**src/rtl/bus_arbiter.sv**
```systemverilog
`default_nettype none
// ============================================================================
// Module   : bus_arbiter
// Purpose  : Two-requester arbiter (instruction fetch / data access) for a
//            single registered sys_bus port. MEM normally has priority, but
//            IF wins once after a run of contested MEM grants. Each bus access
//            is guarded by a timeout.
// Revision : 1.0 - initial release
// ============================================================================
module bus_arbiter #(
    parameter int unsigned TIMEOUT_CYCLES = 16,
    parameter int unsigned MAX_MEM_STREAK = 4
) (
    input  logic        clk,
    input  logic        rst,

    input  logic        if_req,
    input  logic [63:0] if_addr,
    output logic [31:0] if_rdata,
    output logic        if_ack,

    input  logic        mem_req,
    input  logic [63:0] mem_addr,
    input  logic [63:0] mem_wdata,
    input  logic [2:0]  mem_rd_ctrl,
    input  logic [2:0]  mem_wr_ctrl,
    output logic [63:0] mem_rdata,
    output logic        mem_ack,

    output logic [63:0] bus_addr,
    output logic [63:0] bus_din,
    output logic [2:0]  bus_rd_ctrl,
    output logic [2:0]  bus_wr_ctrl,
    input  logic [63:0] bus_dout,
    input  logic        bus_ready,

    output logic        grant_mem,
    output logic        bus_err
);

    localparam int CNT_W    = (TIMEOUT_CYCLES > 1) ? $clog2(TIMEOUT_CYCLES) : 1;
    localparam int STREAK_W = $clog2(MAX_MEM_STREAK + 1);

    localparam logic [CNT_W-1:0]    c_timeout_last = CNT_W'(TIMEOUT_CYCLES - 1);
    localparam logic [STREAK_W-1:0] c_streak_max   = STREAK_W'(MAX_MEM_STREAK);

    // Fetch is a 32-bit word read, zero-extended
    localparam logic [2:0] c_if_rd_ctrl = 3'b101;

    typedef enum logic [1:0] {
        S_IDLE     = 2'd0,
        S_BUSY_IF  = 2'd1,
        S_BUSY_MEM = 2'd2
    } state_t;

    state_t              r_state;
    logic [CNT_W-1:0]    r_timeout;
    logic [STREAK_W-1:0] r_streak;

    logic w_if_elig;
    logic w_mem_elig;
    logic w_streak_full;
    logic w_pick_if;
    logic w_pick_mem;
    logic w_done;

    // A request whose ack is high this cycle is the one just served; it must
    // not be granted again off the same (still asserted) req level.
    assign w_if_elig     = if_req  & ~if_ack;
    assign w_mem_elig    = mem_req & ~mem_ack;
    assign w_streak_full = (r_streak == c_streak_max);
    assign w_pick_if     = w_if_elig & (~w_mem_elig | w_streak_full);
    assign w_pick_mem    = w_mem_elig & ~w_pick_if;
    assign w_done        = bus_ready | (r_timeout == c_timeout_last);

    // Arbitration FSM with registered bus, ack and error outputs
    always_ff @(posedge clk) begin
        if (!rst) begin
            r_state     <= S_IDLE;
            r_timeout   <= '0;
            r_streak    <= '0;
            if_rdata    <= '0;
            if_ack      <= 1'b0;
            mem_rdata   <= '0;
            mem_ack     <= 1'b0;
            bus_addr    <= '0;
            bus_din     <= '0;
            bus_rd_ctrl <= '0;
            bus_wr_ctrl <= '0;
            grant_mem   <= 1'b0;
            bus_err     <= 1'b0;
        end else begin
            if_ack  <= 1'b0;
            mem_ack <= 1'b0;
            bus_err <= 1'b0;
            case (r_state)
                S_IDLE: begin
                    r_timeout <= '0;
                    if (w_pick_if) begin
                        r_state     <= S_BUSY_IF;
                        r_streak    <= '0;
                        bus_addr    <= if_addr;
                        bus_din     <= '0;
                        bus_rd_ctrl <= c_if_rd_ctrl;
                        bus_wr_ctrl <= '0;
                        grant_mem   <= 1'b0;
                    end else if (w_pick_mem) begin
                        r_state     <= S_BUSY_MEM;
                        // Only grants that actually beat a waiting fetch count
                        if (w_if_elig && !w_streak_full) begin
                            r_streak <= r_streak + STREAK_W'(1);
                        end
                        bus_addr    <= mem_addr;
                        bus_din     <= mem_wdata;
                        bus_rd_ctrl <= mem_rd_ctrl;
                        bus_wr_ctrl <= mem_wr_ctrl;
                        grant_mem   <= 1'b1;
                    end
                end
                S_BUSY_IF, S_BUSY_MEM: begin
                    if (w_done) begin
                        // bus_ready wins over a simultaneous timeout
                        if (r_state == S_BUSY_IF) begin
                            if_ack   <= 1'b1;
                            if_rdata <= bus_ready ? bus_dout[31:0] : 32'd0;
                        end else begin
                            mem_ack   <= 1'b1;
                            mem_rdata <= bus_ready ? bus_dout : 64'd0;
                        end
                        bus_err     <= ~bus_ready;
                        r_state     <= S_IDLE;
                        r_timeout   <= '0;
                        bus_addr    <= '0;
                        bus_din     <= '0;
                        bus_rd_ctrl <= '0;
                        bus_wr_ctrl <= '0;
                        grant_mem   <= 1'b0;
                    end else begin
                        r_timeout <= r_timeout + CNT_W'(1);
                    end
                end
                default: begin
                    r_state <= S_IDLE;
                end
            endcase
        end
    end

endmodule
`default_nettype wire

```
**config.mk**
```make
export PLATFORM = sky130hd
export DESIGN_NAME = bus_arbiter
export DESIGN_NICKNAME = d
export VERILOG_FILES = /design/src/rtl/bus_arbiter.sv
export SDC_FILE = /design/constraint.sdc
export NUM_CORES = 1
export LEC_CHECK = 0
export ABC_AREA = 1
export ABC_CLOCK_PERIOD_IN_PS = 4650
export CORE_AREA = 2 2 195 197
export DETAILED_ROUTE_END_ITERATION = 8
export DIE_AREA = 0 0 197 199
export DONT_BUFFER_PORTS = 1
export PLACE_DENSITY = 0.49
export SETUP_SLACK_MARGIN = 0.3
export SYNTH_ARGS = -nofsm -noshare
export SYNTH_HDL_FRONTEND = slang
export SYNTH_SLANG_ARGS = --single-unit
```
**constraint.sdc**
```tcl
create_clock -name clk -period 4.65 [get_ports clk]
set_input_delay 0.465 -clock clk [delete_from_list [all_inputs] [get_ports clk]]
set_output_delay 0.465 -clock clk [all_outputs]
set_load 0.02 [all_outputs]
```
run_1/route_heat.png
Drawn at 2 px/um. The die is cut into 39 by 40 equal tiles; black is low, pale yellow is high, scaled to the fullest tile. Values are wire area over tile area, all layers added.
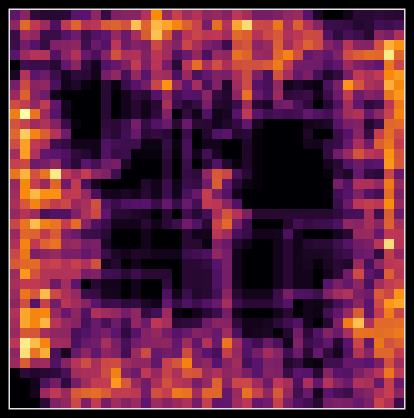
tiles over half the peak	19%
emptiest ninth of the die	center
nearly empty tiles	11%
fullest tile	0.52
mean over tiles	0.15

run_1/sizing.png
Drawn at 2 px/um.
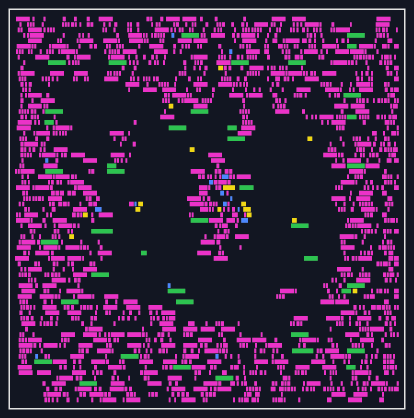
size	color	cells	share
x1 and smaller	magenta	1667	96%
x3 and x4	yellow	15	0.86%
x6 and larger	green	41	2.4%
x2	blue	15	0.86%

==> job_summary.md, run 1 <==
## Implementation flow summary

| Metric | Value |
|---|---|
| Area share of the largest cell type after synthesis | 41.8% |
| Synth Cell Area | 11600 um^2 |
| Core ar. | 37100 um^2 |
| Synth area leader | dfxtp_1 |
| YS chip area | 11600 um^2 |
| CTS Buf Count | 29 |
| # nets final | 1990 |
| CP top delay family | buffers and inverters |
| Gr busiest metal | met2 |
| Antenna violations before repair | 1 |
| DR iter-0 viols | 489 |
| Hold Crit Depth | 2 |
| Seq pwr share | 44.8% |
| Number of I/O port buffers | 0 |
| Buf+Inv Stages, Crit Path | 3 |
| Status | finished, final reports clean |
| RR Startpoint | r_state[0]$_SDFFE_PN0P_ |
| Clock network fraction of total power | 34.7% |
| Cycle use final | 70.7% |
| Worst slew pin tran | 1.19 ns |
| Count leader, synth | nand2_1 |
| Global-route wire length before repair | 53200 um |
| Skew final | 0.0131 ns |
| Die Size | 39200 um^2 |
| Crit path time final | 3.29 ns |
| P_int | 4.14 mW |
| Critical Path AT | 3.68 ns |
| Crit-path max cell delay | 0.67 ns |
| DRT Pass-1 Iters | 5 |
| Clock slew at reported path FFs | 0.06 ns |
| Post-synth top cells | 427 x nand2_1, 316 x inv_1, 243 x dfxtp_1 |
| Detail Route Antenna Nets | 0 |
| Register-to-register setup slack | 1.36 ns |
| Worst setup EP type | flip-flop |
| RSZ-0062 raised after global routing | no |
| # rows | 71 |
| Seq/Total Area, Yosys | 41.8% |
| Die Width | 197 um |
| CP Depth | 10 |
| Seq cells post-synth | 243 |
| CTS Hold Bufs | 2 |
| Hold Path Sink | mem_rdata[49]$_SDFFE_PN0P_ |
| Max-slew violation count | 0 |
| Clock Tree Root | clkbuf_16 |
| Util after Layout | 34.4% |
| Top logic family | simple AND/OR/NAND/NOR gates |
| DRC viols | 0 |
| Crit path DRT | 5.04 ns |
| CP Launch Type | flip-flop |
| Vias per cell | 4.66 |
| Area grow syn2layout | 9.67% |
| Syn nets | 2073 |
| Worst R2R End | bus_wr_ctrl[0]$_SDFFE_PN0P_ |
| # IOs | 501 |
| EDFF count, synth | 0 |
| Total wire length | 35900 um |
| Chip Height | 199 um |
| Total setup buffers inserted after CTS | 0 |
| Basic Gates by Area | 33.3% |
| Log Warnings | 33 |
| Dominant Register Cell | dfxtp_1 |
| Post-synth area hogs | dfxtp_1 42%, nand2_1 14%, inv_1 10% |
| DR top layer | met4 |
| Metal-1 WL | 14600 um |
| Worst Reg-to-Reg Cells | 10 |
| Adder-cell share of the synthesized area | 0.645% |
| Critical path origin | r_state[0]$_SDFFE_PN0P_ |
| Vias in the first global route | 9160 |
| Aoi share | 8.30% |
| Combinational Power Share | 20.5% |
| Syn_area_per_cell | 6.47 um^2 |
| Switching share of power | 36.5% |
| Hold Path Class | in2reg |
| Net Sw Power | 2.38 mW |
| Leak | 6.43 nW |
| Setup TNS | 0 ns |
| Clock sinks | 243 |
| Warnings, synthesis | 0 |
| Metal2 WL | 16700 um |
| Fillers | 4118 |
| Crit path kind | reg2reg |
| DR WL met3 | 3520 um |
| Synth mux share | 0% |
| Post-Synthesis Cells | 1800 |
| Layout cells sized above 1 | 4.09% |
| M2 GR Usage | 28.2% |
| Largest net degree at the start of global routing | 204 |
| Final Hold Fails | 0 |
| Routed wire per std cell | 16.2 um |
| Critical path endpoint | bus_wr_ctrl[0]$_SDFFE_PN0P_ |
| Worst-path cell chain | inv_1 -> ha_1 -> inv_4 -> nor2_2 -> nand2_2 -> nand3_4 -> buf_12 -> nor2_1 -> nor2_1 -> nor2_1 |
| # Max-Cap Violations | 0 |
| HP Start | rst |
| Pwr dens | 511 nW/um^2 |
| Ys cells | 1800 |
| Worst VDD drop | 0.263 mV |
| Final setup vio count | 0 |
| Synth async-reset ratio | 0% |
| RD Place Congestion | 0.750 |
| DP HPWL | 24000 um |
| CP dominant cell by count | nor2_1 |
| Initial Utilization | 31.3% |
| CTS tree | yes |
| Distinct cells, synth | 24 |
| Fmax | 304 MHz |
| Gr ovfl total | 0 |
| Total number of vias | 10300 |
| Crit-path slowest cell | ha_1 |
| CP max FO | 203 |
| Gr usage total | 17.0% |
| GR Layer Usage met3 | 6.31% |
| Met1 Resource Use GR | 20.3% |
| Resize count post-CTS | 0 |
| Clk buf depth | 3 |
| Xor+xnor area frac | 0.151% |
| Slew margin rel. | 20.6% |
| H-tree levels | 1 |
run_1/clock_nets.png
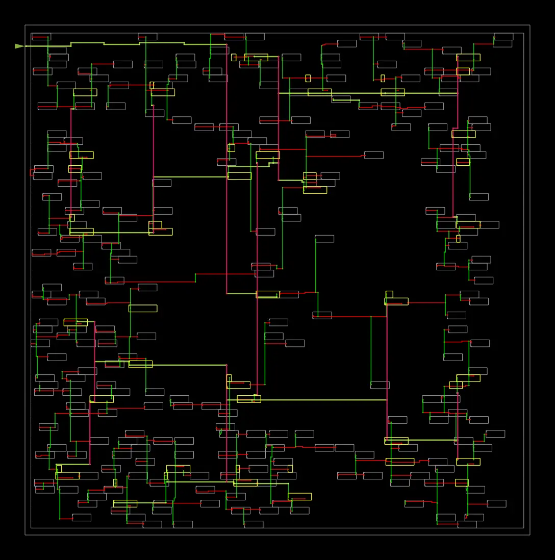
Flops: 243
Clock group: 2.27 mW
count of clock buffers in the final design: 42
Skew-Pair Late Insertion Delay: 0.55 ns

==> run 1: cells in the final DEF, fill, tap and decap left out, types with 7 or more instances in the layout <==
| cell type | instances |
|---|---|
| nand4_1 | 14 |
| nor2_1 | 209 |
| o21ai_0 | 55 |
| a21oi_1 | 138 |
| clkbuf_8 | 7 |
| nand3b_1 | 65 |
| inv_1 | 315 |
| dfxtp_1 | 243 |
| nand2_1 | 426 |
| clkbuf_16 | 29 |
| buf_4 | 10 |
| nand3_1 | 167 |
| clkinv_1 | 15 |
==> run 1: state kept, by name, indices dropped and copies added (netlist names) <==
name	cells
if_rdata	32
r_timeout	4
bus_err	1
grant_mem	1
mem_ack	1
r_streak	3
bus_addr	64
bus_wr_ctrl	3
r_state	2
bus_din	64
bus_rd_ctrl	3
if_ack	1
mem_rdata	64
==> run 1: metrics by stage <==
stage                     hold slack [ns]  instance area [um^2]  setup slack, ns  std cells  total power [mW]
after floorplan                     0.461                 11600             2.86       1800              4.02
after global placement              0.475                 11800             1.53       2158              4.31
after detailed placement            0.489                 11800             1.49       2158              4.33
after CTS                          0.0181                 12800             1.47       2212              6.65
after global routing               0.0409                 12800             1.15       2213              6.95
final                              0.0679                 12800             1.36       2213              6.53
==> run 1: power groups by stage <==
stage	clock network, mW	registers, mW	logic [mW]
global route	2.42	2.96	1.56
detailed placement	0	2.98	1.36
finish	2.27	2.92	1.34
global placement	0	2.97	1.34
floorplan	0	2.86	1.16
CTS	2.35	2.93	1.36
==> run 1: cell type report <==
class                      instances  area (um^2)  area share, %
inverter                         335         1260           9.91
antenna                            1         2.50         0.0196
timing repair buffer              14          135           1.06
multi-input combinational       1094         4950           38.8
clock buffer                      42          845           6.62
tap                              474          593           4.65
sequential                       243         4860           38.1
clock inverter                    10          105          0.824
==> run 1 -> run 2 <==
- ABC_CLOCK_PERIOD_IN_PS: 4650 -> 2640
- PLACE_DENSITY: 0.49 -> 0.51
- clock period: 4.65 -> 2.64 ns (I/O delays scaled with it)
run_2/clock_nets.png
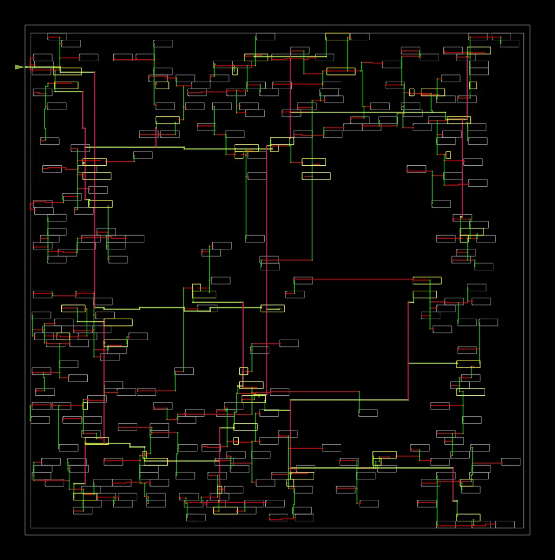
count of clock buffers in the final design: 33
Clock group: 4.48 mW
Skew-Pair Late Insertion Delay: 0.58 ns
clock sinks: 243
skew final: 0.0334 ns

==> job_summary.md, run 2 <==
## Implementation flow summary

| Metric | Value |
|---|---|
| Status | finished, final reports clean |
| Worst setup EP type | flip-flop |
| Seq/Total Area, Yosys | 41.8% |
| Syn_area_per_cell | 6.47 um^2 |
| # IOs | 501 |
| Max-slew violation count | 0 |
| # rows | 71 |
| Critical Path AT | 2.68 ns |
| Crit path kind | reg2reg |
| Largest net degree at the start of global routing | 107 |
| CP max FO | 31 |
| Leak | 7.45 nW |
| FF+latch area | 4870 um^2 |
| Area grow syn2layout | 30.4% |
| Highest-count logic cell in the final layout | nand2_1 |
| Distinct cells, synth | 24 |
| Largest regs | bus_addr x64, bus_din x64, mem_rdata x64 |
| Number of I/O port buffers | 0 |
| Synth Cell Area | 11600 um^2 |
| Critical path origin | r_streak[0]$_SDFFE_PN0P_ |
| Cycle use final | 83.6% |
| Worst VDD drop | 0.474 mV |
| Seq pwr share | 40.9% |
| DP HPWL | 24900 um |
| Total power | 12.5 mW |
| Initial Utilization | 31.3% |
| Top Layout Cells | 426 x nand2_1, 315 x inv_1, 242 x dfxtp_1 |
| Log Warnings | 31 |
| Layout cells sized above 1 | 4.83% |
| Hold Path Class | in2reg |
| Chip Height | 199 um |
| Critical path endpoint | bus_addr[45]$_SDFFE_PN0P_ |
| Switching share of power | 35.7% |
| Final setup vio count | 0 |
| CTS Buf Count | 29 |
| Net Sw Power | 4.48 mW |
| Final Non-Filler Cells | 2425 |
| Util after Layout | 40.9% |
| Clk buf depth | 3 |
| Slew margin rel. | 55.6% |
| Fillers | 3858 |
| Crit path DRT | 3.11 ns |
| H-tree levels | 1 |
| Post-Synthesis Cells | 1800 |
| CTS tree | yes |
| Hold Path Sink | bus_addr[5]$_SDFFE_PN0P_ |
| Dominant Register Cell | dfxtp_1 |
| Synth async-reset ratio | 0% |
| Fmax | 453 MHz |
| Vias per cell | 4.68 |
| Global-route wire length before repair | 55900 um |
| Worst R2R End | bus_addr[45]$_SDFFE_PN0P_ |
| Worst slew pin tran | 0.666 ns |
| Register-to-register setup slack | 0.43 ns |
| Gate Area | 4960 um^2 |
| Count leader, synth | nand2_1 |
| Antenna violations before repair | 4 |
| DRC viols | 0 |
| YS chip area | 11600 um^2 |
| Combinational Power Share | 23.3% |
| Placed insts | 2168 |
| # Max-Cap Violations | 0 |
| Warnings, synthesis | 0 |
| DRT Pass-1 Iters | 8 |
run_2/route_heat.png
Drawn at 2 px/um. The die is cut into 39 by 40 equal tiles; black is low, pale yellow is high, scaled to the fullest tile. Values are wire area over tile area, all layers added.
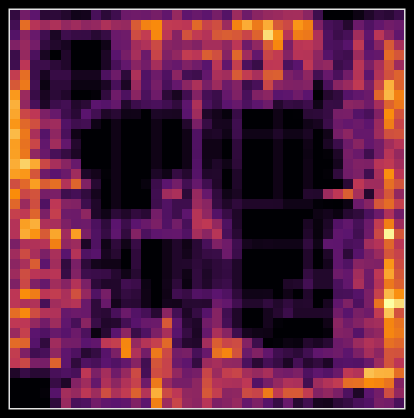
emptiest ninth of the die	center
mean over tiles	0.17
fullest tile	0.64
nearly empty tiles	14%
Routed wire per std cell: 16.4 um
total wire length: 39700 um
total number of vias: 11300
gr usage total: 17.9%

==> run 2: cell counts after synthesis <==
Identical to the previous run, type by type.
==> run 2: routing by layer <==
metal | vias to the layer above | GRT usage [%] | share of wire [%]
li1 | 5722 | - | -
met1 | 5104 | 19.4 | 38
met2 | 426 | 31.1 | 48
met3 | 93 | 6.61 | 10
met4 | 2 | 8.24 | 3.7
met5 | - | 0 | 0.033
==> run 2: per-stage QoR <==
step	instance area [um^2]	hold slack (ns)
6_report	15200	0.0295
5_1_grt	15200	0.0374
4_1_cts	15100	0.00170
3_5_place_dp	12000	0.375
3_3_place_gp	12000	0.370
2_1_floorplan	11600	0.426
==> run 2: final cells by class <==
cell class	instances	share of cell area [%]
flip-flops and latches	243	32.1
inverters	335	8.33
clock buffers	33	5.08
clock inverters	21	2.03
well taps	474	3.91
multi-input cells	1094	32.7
diodes	3	0.0495
repair buffers	222	15.9
==> run 2: timing repair <==
action	in CTS	in global routing
endpoints found under the setup margin	0	6
hold endpoints to repair	209	0
gates resized	0	5
hold buffers	197	0
==> run 2: worst max-delay path, cell delays in order, from the launching register on <==
cell and delay (ns):
dfxtp_1 0.33, inv_1 0.07, ha_1 0.19, nand2_1 0.07
nand3_2 0.15, nand2_8 0.18, buf_16 0.20, nand2_1 0.09
nand3_1 0.08, dlygate4sd3_1 0.57, nand2_1 0.05, nand2_1 0.07
inv_1 0.03
==> run 2: cells by family (layout without fill, tap and decap cells) <==
group,after synthesis,after routing,share of synthesized area [%]
AND-OR/OR-AND,193,193,8.30
XOR/XNOR,2,2,0.151
adder cells (fa/ha/maj),6,6,0.645
buffers and inverters,463,611,15.8
flip-flops,243,243,41.8
other,0,3,0
AND/OR/NAND/NOR,893,893,33.3
==> run 2 -> run 3 <==
- ABC_CLOCK_PERIOD_IN_PS: 2640 -> 1900
- clock period: 2.64 -> 1.9 ns (I/O delays scaled with it)
run_3/clock_nets.png
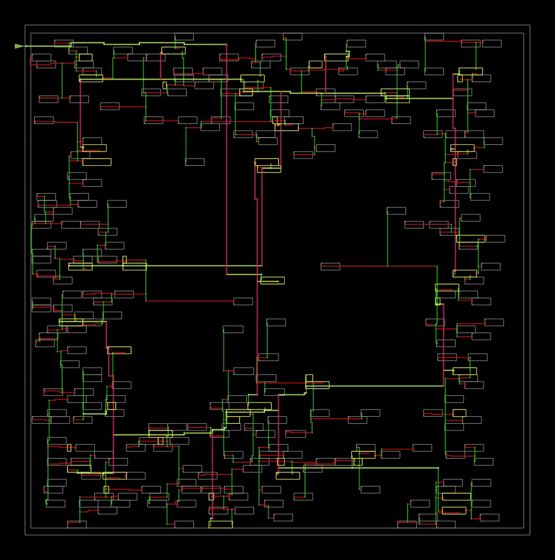
skew final: 0.0110 ns
CTS Buf Count: 28
count of clock buffers in the final design: 38
Clock group: 5.79 mW
Skew-Pair Late Insertion Delay: 0.55 ns

==> job_summary.md, run 3 <==
## Implementation flow summary

| Metric | Value |
|---|---|
| Final Hold Fails | 5 |
| Detail Route Antenna Nets | 0 |
| Final Non-Filler Cells | 2589 |
| Failing checks | hold timing |
| CP dominant cell by count | nor2_1 |
| Clock Tree Root | clkbuf_16 |
| Highest-count logic cell in the final layout | nand2_1 |
| Crit-path max cell delay | 0.34 ns |
| Number of I/O port buffers | 0 |
| Clock slew at reported path FFs | 0.06 ns |
| DRC viols | 0 |
| Global-route wire length before repair | 61300 um |
| Core ar. | 37100 um^2 |
| Xor+xnor area frac | 0.151% |
| Seq/Total Area, Yosys | 41.8% |
| Worst VDD drop | 0.673 mV |
| Post-synth area hogs | dfxtp_1 42%, nand2_1 14%, inv_1 10% |
| Synth Cell Area | 11600 um^2 |
| Aoi share | 8.30% |
| Syn_area_per_cell | 6.47 um^2 |
| Area grow syn2layout | 48.1% |
| Syn nets | 2073 |
| Worst slew pin tran | 0.485 ns |
| Fmax | 562 MHz |
| Log Warnings | 34 |
| EDFF count, synth | 0 |
| H-tree levels | 1 |
| Crit path kind | reg2reg |
| Crit path time final | 1.78 ns |
| Total wire length | 45200 um |
| Max-slew violation count | 0 |
| Top Layout Cells | 421 x nand2_1, 313 x inv_1, 313 x dlygate4sd3_1 |
| Final setup vio count | 0 |
| Placement Cell Area | 12200 um^2 |
| Antenna violations before repair | 0 |
| Pwr dens | 1050 nW/um^2 |
| CP Depth | 11 |
| Antenna Cells | 0 |
| Util after Layout | 46.4% |
| Gr ovfl total | 0 |
| Warnings, synthesis | 0 |
| Synth async-reset ratio | 0% |
| Final WS setup | 0.120 ns |
| Fin area | 17200 um^2 |
| Distinct cells, synth | 24 |
| # Max-Cap Violations | 0 |
| Vias in the first global route | 11300 |
| Seq cells post-synth | 243 |
| Vias per cell | 4.76 |
| Largest regs | bus_addr x64, bus_din x64, mem_rdata x64 |
| Synth mux share | 0% |
| Post-Synthesis Cells | 1800 |
| Pre-CTS WS | 0.0918 ns |
| Total power | 18.0 mW |
| Leak | 8.28 nW |
| Setup TNS | 0 ns |
| Hold WS | -0.233 ns |
| Placed insts | 2183 |
| Crit path DRT | 2.34 ns |
| Status | finished, violations left |
| CP top delay family | simple AND/OR/NAND/NOR gates |
| Basic Gates by Area | 33.3% |
| Clock sinks | 243 |
| Post-synth top cells | 427 x nand2_1, 316 x inv_1, 243 x dfxtp_1 |
| Dominant Register Cell | dfxtp_1 |
| # rows | 71 |
| RSZ-0062 raised after global routing | yes |
| Worst setup EP type | flip-flop |
| Adder-cell share of the synthesized area | 0.645% |
| Worst R2R End | bus_din[42]$_SDFFE_PN0P_ |
run_3/ff_map.png
Drawn at 2 px/um. Other sequential cells in the stronger gray, the rest of the logic in the fainter gray.
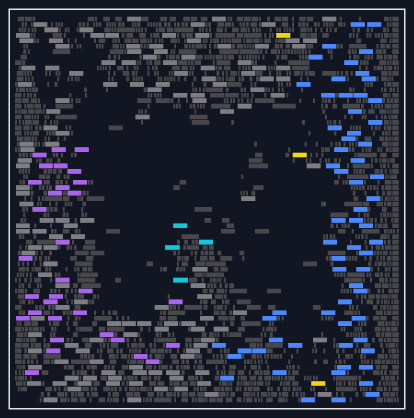
name in the netlist	color	placed flops
if_rdata	purple	32
bus_wr_ctrl	yellow	3
r_timeout	cyan	4
bus_addr	blue	64
not colored	140

run 3: metal layers:
layer  vias to the layer above  global-route usage, %  routed length [um]
met4                         0                   7.77                1510
met2                       519                   33.8               22000
met1                      5637                   22.3               17500
met3                        96                   6.66                4200
met5                         -                      0                   0
li1                       6067                      -                   -
run 3: cell families (layout without fill, tap and decap cells):
family | count (synthesis) | after routing
AOI/OAI and AO/OA | 193 | 193
buffers and inverters | 463 | 778
DFF | 243 | 243
adders and majority gates | 6 | 6
and+or+nand+nor | 893 | 893
xor gates and xnor gates | 2 | 2
run 3: final cells by class:
| class | count | area [um^2] |
|---|---|---|
| clock buffers | 38 | 810 |
| inverters | 335 | 1270 |
| well taps | 474 | 593 |
| fillers | 3599 | 19900 |
| repair buffers | 391 | 4420 |
| flip-flops and latches | 243 | 4870 |
| clock inverters | 14 | 183 |
| multi-input cells | 1094 | 5090 |
run 3: report_power, final:
group          internal [mW]  switching, mW  total [mW]
logic                   2.26           2.82        5.07
registers               5.78           1.40        7.18
clock network           3.52           2.27        5.79
total                   11.6           6.48        18.0
run 3: worst min path at each step:
stage                                             to  slack, ns  cells after the start    startpoint
after floorplan           mem_rdata[32]$_SDFFE_PN0P_       0.35                      2  bus_dout[32]
after global placement            bus_err$_SDFF_PN0_       0.29                      1     bus_ready
after detailed placement          bus_err$_SDFF_PN0_       0.28                      1     bus_ready
after CTS                         bus_err$_SDFF_PN0_      -0.31                      1     bus_ready
after global routing              bus_err$_SDFF_PN0_      -0.27                      1     bus_ready
final                             bus_err$_SDFF_PN0_      -0.23                      1     bus_ready
run 3: repair_timing:
action                                 in CTS  in global routing
pin swaps                                  14                  4
endpoints found under the hold margin     236                 60
gates resized                              48                 33
gates cloned                                8                 10
setup buffers                              15                  7
setup endpoints to repair                 236                236
hold buffers                              247                 67

==> notes/layouts.md <==
Pictures saved along the way, in no particular order.

M3 wires.
Drawn at 2 px/um.
panel A
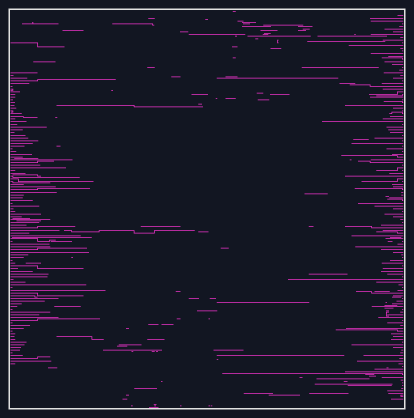
panel B
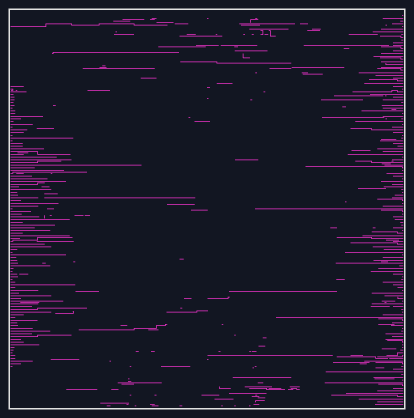
Panel B comes from run 3.
Panel A comes from run 2.

Power figures rest on the tool's default switching activity, not on a simulated workload.
